==> config.mk <==
export PLATFORM = sky130hd
export DESIGN_NAME = bitonic_sort_pipe
export DESIGN_NICKNAME = d
export VERILOG_FILES = /design/src/rtl/bitonic_sort_pipe.sv
export SDC_FILE = /design/constraint.sdc
export NUM_CORES = 1
export LEC_CHECK = 0
export CORE_MARGIN = 5
export CORE_UTILIZATION = 35
export CTS_CLUSTER_DIAMETER = 80
export DETAILED_ROUTE_END_ITERATION = 7
export MAX_ROUTING_LAYER = met4
export PLACE_DENSITY_LB_ADDON = 0.25
export SLEW_MARGIN = 20
export SYNTH_ARGS = -nofsm -noshare
export SYNTH_HDL_FRONTEND = slang
export SYNTH_SLANG_ARGS = --single-unit
==> constraint.sdc <==
create_clock -name clk -period 6.9 [get_ports clk]
set_clock_uncertainty 0.2 [all_clocks]
set_input_delay 1.725 -clock clk [delete_from_list [all_inputs] [get_ports clk]]
set_output_delay 1.725 -clock clk [all_outputs]
set_load 0.01 [all_outputs]
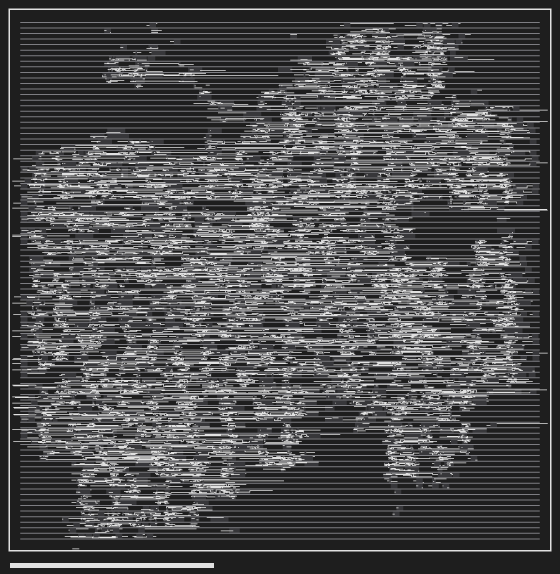
Figure 1: run 1, the metal 1 layer.
The bar under the picture is 100 um long. Supply wires on this layer in gray. Cells faint in the background.
- nets with wire on the layer: 2812
- share of all routed wire: 48%
- main direction: horizontal
- wire length on this layer: 31.2 mm
grt met1 use: 24.91%
routed wire length: 65620 um

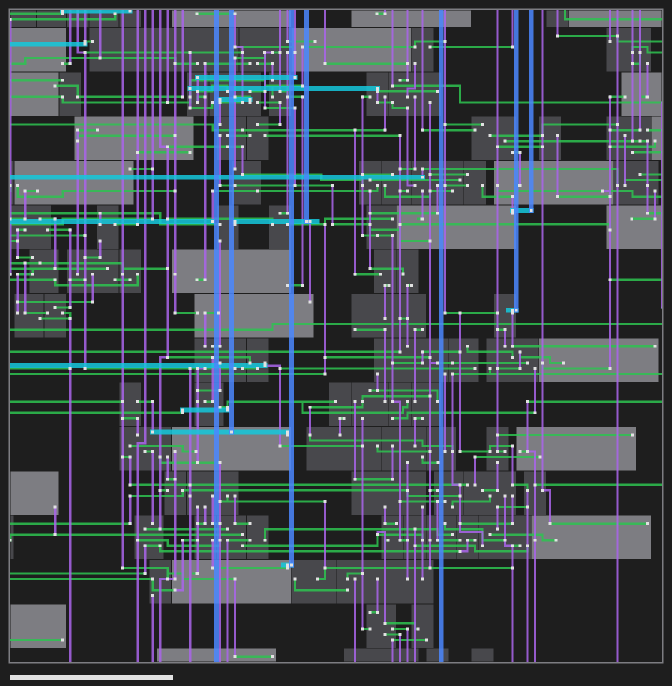
Figure 2: run 1, zoomed window.
The bar under the picture is 10 um long. Region (112, 59) to (152, 99) um. Cells in gray, sequential cells in the stronger gray; small squares are vias.
- metal 2: purple
- metal 3: cyan
- metal 4: blue
- metal 1: green
- most frequent: nor2_1 (26)
- cells with their middle in the window: 83
- sequential cells in the window: 12

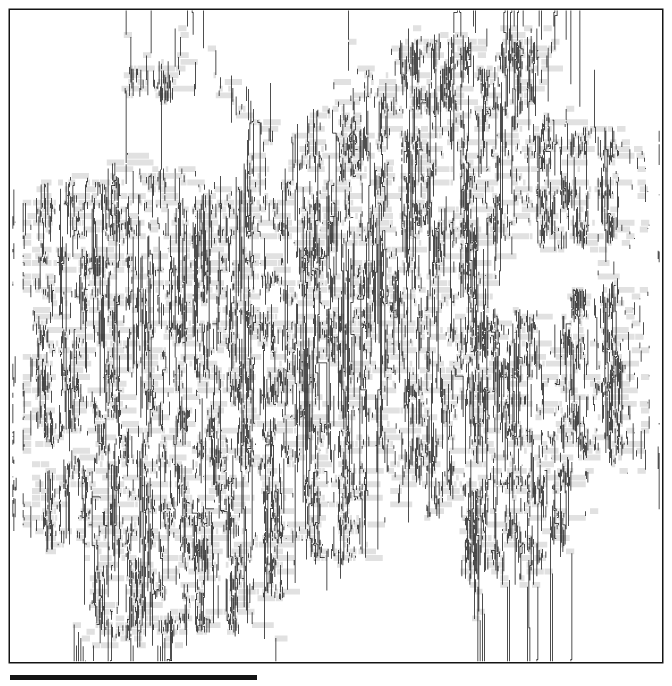
Figure 3: run 1, metal 2.
The bar under the picture is 100 um long. Cells faint in the background.
- wire length on this layer: 29.4 mm
- main direction: vertical
- longest straight run: 83.0 um
- share of all routed wire: 45%
met2 GRT Util: 28.63%
DR vias: 20200

==> Slide: Implementation Results, run 1 <==
Key Metrics from the Run

Worst setup path
  – Worst setup path category: input port to output port
  – Slowest stage delay, CP: 0.63 ns
  – Crit path DAT: 3.29 ns
  – R2r worst-path depth: 6
  – Slowest cell on crit path: clkdlybuf4s50_1

Timing
  – Fin. Hold Viols: 0
  – Final setup margin: 1.690 ns
  – Final Max Slew Viols: 0
  – Post-Route Setup TNS: 0 ns
  – RSZ-0062 raised after global routing: no

Finish
  – Commonest Layout Cell: dfxtp_1
  – Most frequent logic cells in the routed design: dfxtp_1 (396), nor2_1 (366), a21oi_1 (308)
  – NumNets Final: 2968
  – Layout area overhead: 15.80%

Global route
  – Pin count of the biggest net entering global routing: 267
  – First-pass GRT wire length: 105000 um

Synthesis
  – Area leader, netlist: dfxtp_1
  – Register share after synthesis: 34.98%
  – Ao+oa area frac: 26.26%
  – Dominant comb cell: AND-OR/OR-AND gates
  – Ys async rst share: 0%
  – Distinct lib cells used: 49
  – Yosys Warn Count: 0

Detailed routing
  – First-pass iteration count of the detailed router: 5
  – Number of routed nets with antenna violations: 0

Placed design
  – Area after DPL: 24510 um^2
  – Routability Congestion: 0.8808

Pwr
  – Worst VDD drop: 0.2967 mV
  – Clk pwr share: 19.9%
  – Leak Pwr: 10.17 nW
  – Net Sw Frac: 43.32%

Die
  – Die X: 264.5 um

CTS
  – Cts bufs inserted: 48
  – Hold-fix buffers at CTS: 0

Outcome
  – Status: finished clean
==> run 1: power groups by stage <==
stage	combinational [W]	sequential, W	clock (W)
after floorplan	0.00554	0.00339	0
after global placement	0.00682	0.00363	0
after detailed placement	0.00711	0.00366	0
after CTS	0.00716	0.00361	0.00276
after global routing	0.00792	0.00369	0.00284
final	0.00720	0.00362	0.00269
==> run 1: cell type report <==
| cell class | instances | area (um^2) |
|---|---|---|
| sequential | 396 | 7928 |
| inverter | 192 | 728.2 |
| tap | 855 | 1070 |
| timing repair buffer | 155 | 1567 |
| clock inverter | 12 | 177.7 |
| multi-input combinational | 1920 | 13260 |
| fill | 6375 | 38100 |
| clock buffer | 76 | 1519 |
==> run 1 -> run 2 <==
==> constraint.sdc (replaced) <==
create_clock -name clk -period 4.17 [get_ports clk]
set_clock_uncertainty 0.2 [all_clocks]
set_input_delay 1.0425 -clock clk [delete_from_list [all_inputs] [get_ports clk]]
set_output_delay 1.0425 -clock clk [all_outputs]
set_load 0.01 [all_outputs]
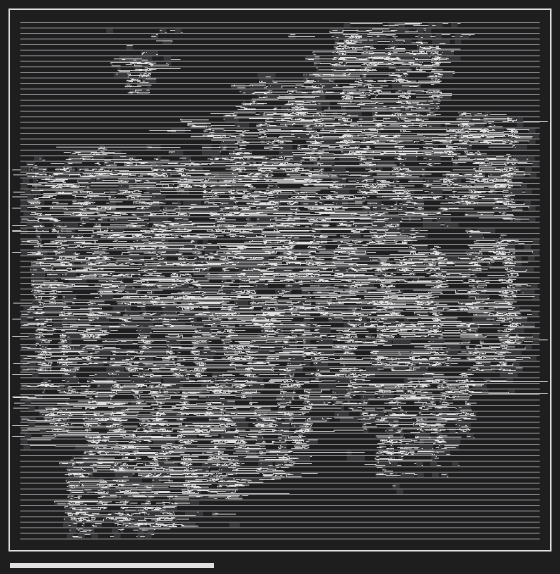
Figure 4: run 2, the metal 1 layer.
The bar under the picture is 100 um long. Supply wires on this layer in gray. Cells faint in the background.
- nets with wire on the layer: 2832
- main direction: horizontal
- longest straight run: 55.2 um
grt met1 use: 24.54%
routed wire length: 66350 um
DR vias: 20320

==> run 2 against run 1 <==
Area after synthesis stayed put. First-iteration DRC count up 13%. Via count is 0.59% higher. Worst setup slack got worse by 1.1 ns. Hold slack improved by 0.0048 ns. Count of clock-buffer cells in the layout is 12 lower. Combinational power up 68%. Sequential power up 64%. Register-to-register slack got worse by 2.7 ns. Synthesized cell count is the same. Critical endpoint unchanged. Largest cell class unchanged. Largest power group unchanged. Highest routed layer unchanged.
==> Slide: Implementation Results, run 2 <==
Key Metrics from the Run

Outcome
  – Status: finished clean

Pwr
  – Clk pwr share: 20.0% (about the same)
  – Leak Pwr: 10.28 nW (+1.0%)
  – Clk power: 0.00449 W (+67%)
  – Worst VDD drop: 0.5270 mV (+78%)
  – Top power group: combinational logic
  – Power in sequential cells: 0.00595 W (+64%)
  – Power Combinational: 0.0121 W (+68%)
  – Net Sw Frac: 43.11% (-0.21 points)

CTS
  – Cts bufs inserted: 49 (+2.1%)
  – Clk latency late pin: 0.59 ns
  – Hold-fix buffers at CTS: 0 (unchanged)
  – Setup Buffers After CTS: 0
  – H-tree depth: 2
  – Max Root-Sink Buffers: 3
  – Post_cts resized: 0
  – TritonCTS clock tree: built

Finish
  – Post-route cell area: 26400 um^2
  – Commonest Layout Cell: dfxtp_1
  – Diodes inserted: 0
  – Number of fill cells: 6406 (+0.49%)
  – Max reg flops: 320
  – Layout area overhead: 16.50%
  – NumNets Final: 2987 (+0.64%)
  – Most frequent logic cells in the routed design: dfxtp_1 (396), nor2_1 (367), a21oi_1 (308)
  – Final cell count without fillers: 3625

Worst setup path
  – Slowest stage delay, CP: 0.57 ns (-0.06 ns)
  – Crit path max-delay family: buffers and inverters
  – Slowest cell on crit path: clkdlybuf4s50_1
  – Worst path depth: 4
  – Worst setup path category: input port to output port
  – R2r worst-path depth: 9 (+3)
  – Crit path DAT: 2.33 ns (-0.96 ns)

Synthesis
  – Synth top cell by count: dfxtp_1
  – Area fraction in mux cells: 4.681%
  – Yosys Warn Count: 0 (unchanged)
  – Ys async rst share: 0% (unchanged)
  – Dominant comb cell: AND-OR/OR-AND gates
  – Most frequent cells after synthesis: dfxtp_1 (396), nor2_1 (367), a21oi_1 (308), inv_1 (191), clkbuf_1 (187)
  – Cells in synth_stat.txt: 2730
  – Ao+oa area frac: 26.26% (unchanged)
  – Distinct lib cells used: 49 (unchanged)
  – Area leader, netlist: dfxtp_1
  – Yosys xor share: 0%
  – Synth Area per Inst: 8.302 um^2
  – Syn_nets: 2985
  – Commonest flop: dfxtp_1
  – Yosys Chip Area: 22660 um^2
  – Register share after synthesis: 34.98% (unchanged)
  – EDFF count, synth: 0

Die
  – I/O Pins: 137
  – Die X: 264.5 um (unchanged)
  – Fp_density: 35.22%
  – Chip area: 69940 um^2

Placed design
  – Area after DPL: 24670 um^2 (+0.67%)
  – Routability Congestion: 0.8811 (about the same)
  – Detail Placement HPWL: 47680 um
  – Pre-CTS WS: 0.3480 ns

Timing
  – Final Max Slew Viols: 0 (unchanged)
  – RSZ-0062 raised after global routing: no
  – Final setup viols: 0
  – Final setup margin: 0.5957 ns (-1.094 ns)
  – Post-Route Setup TNS: 0 ns (unchanged)
  – Slew HR: 24.71%
  – Fin. Hold Viols: 0 (unchanged)

Detailed routing
  – Number of routed nets with antenna violations: 0 (unchanged)
  – First-pass iteration count of the detailed router: 5 (unchanged)
  – DR vias/cell: 5.605

Run
  – Max-Cap Viols: 0

Global route
  – Pin count of the biggest net entering global routing: 242 (-9.4%)
  – First-pass GRT wire length: 105500 um (+0.45%)
run 2: cell counts after synthesis:
No cell type changed its count.
run 2: layout make-up:
class | count | area [um^2] | share of cell area [%]
multi-input cells | 1920 | 13230 | 50.11
flip-flops and latches | 396 | 7928 | 30.02
repair buffers | 173 | 1739 | 6.587
clock buffers | 64 | 1405 | 5.322
well taps | 855 | 1070 | 4.052
inverters | 192 | 728.2 | 2.758
clock inverters | 25 | 302.8 | 1.147
run 2: metal layers:
metal / GRT usage, % / up-vias / wire length (um)
li1: - / 10050 / -
met1: 24.54 / 9714 / 31140
met2: 29.51 / 447 / 30510
met3: 2.172 / 106 / 2664
met4: 5.790 / 0 / 2034
met5: - / - / 0
Power is estimated from default activity; no workload was simulated.
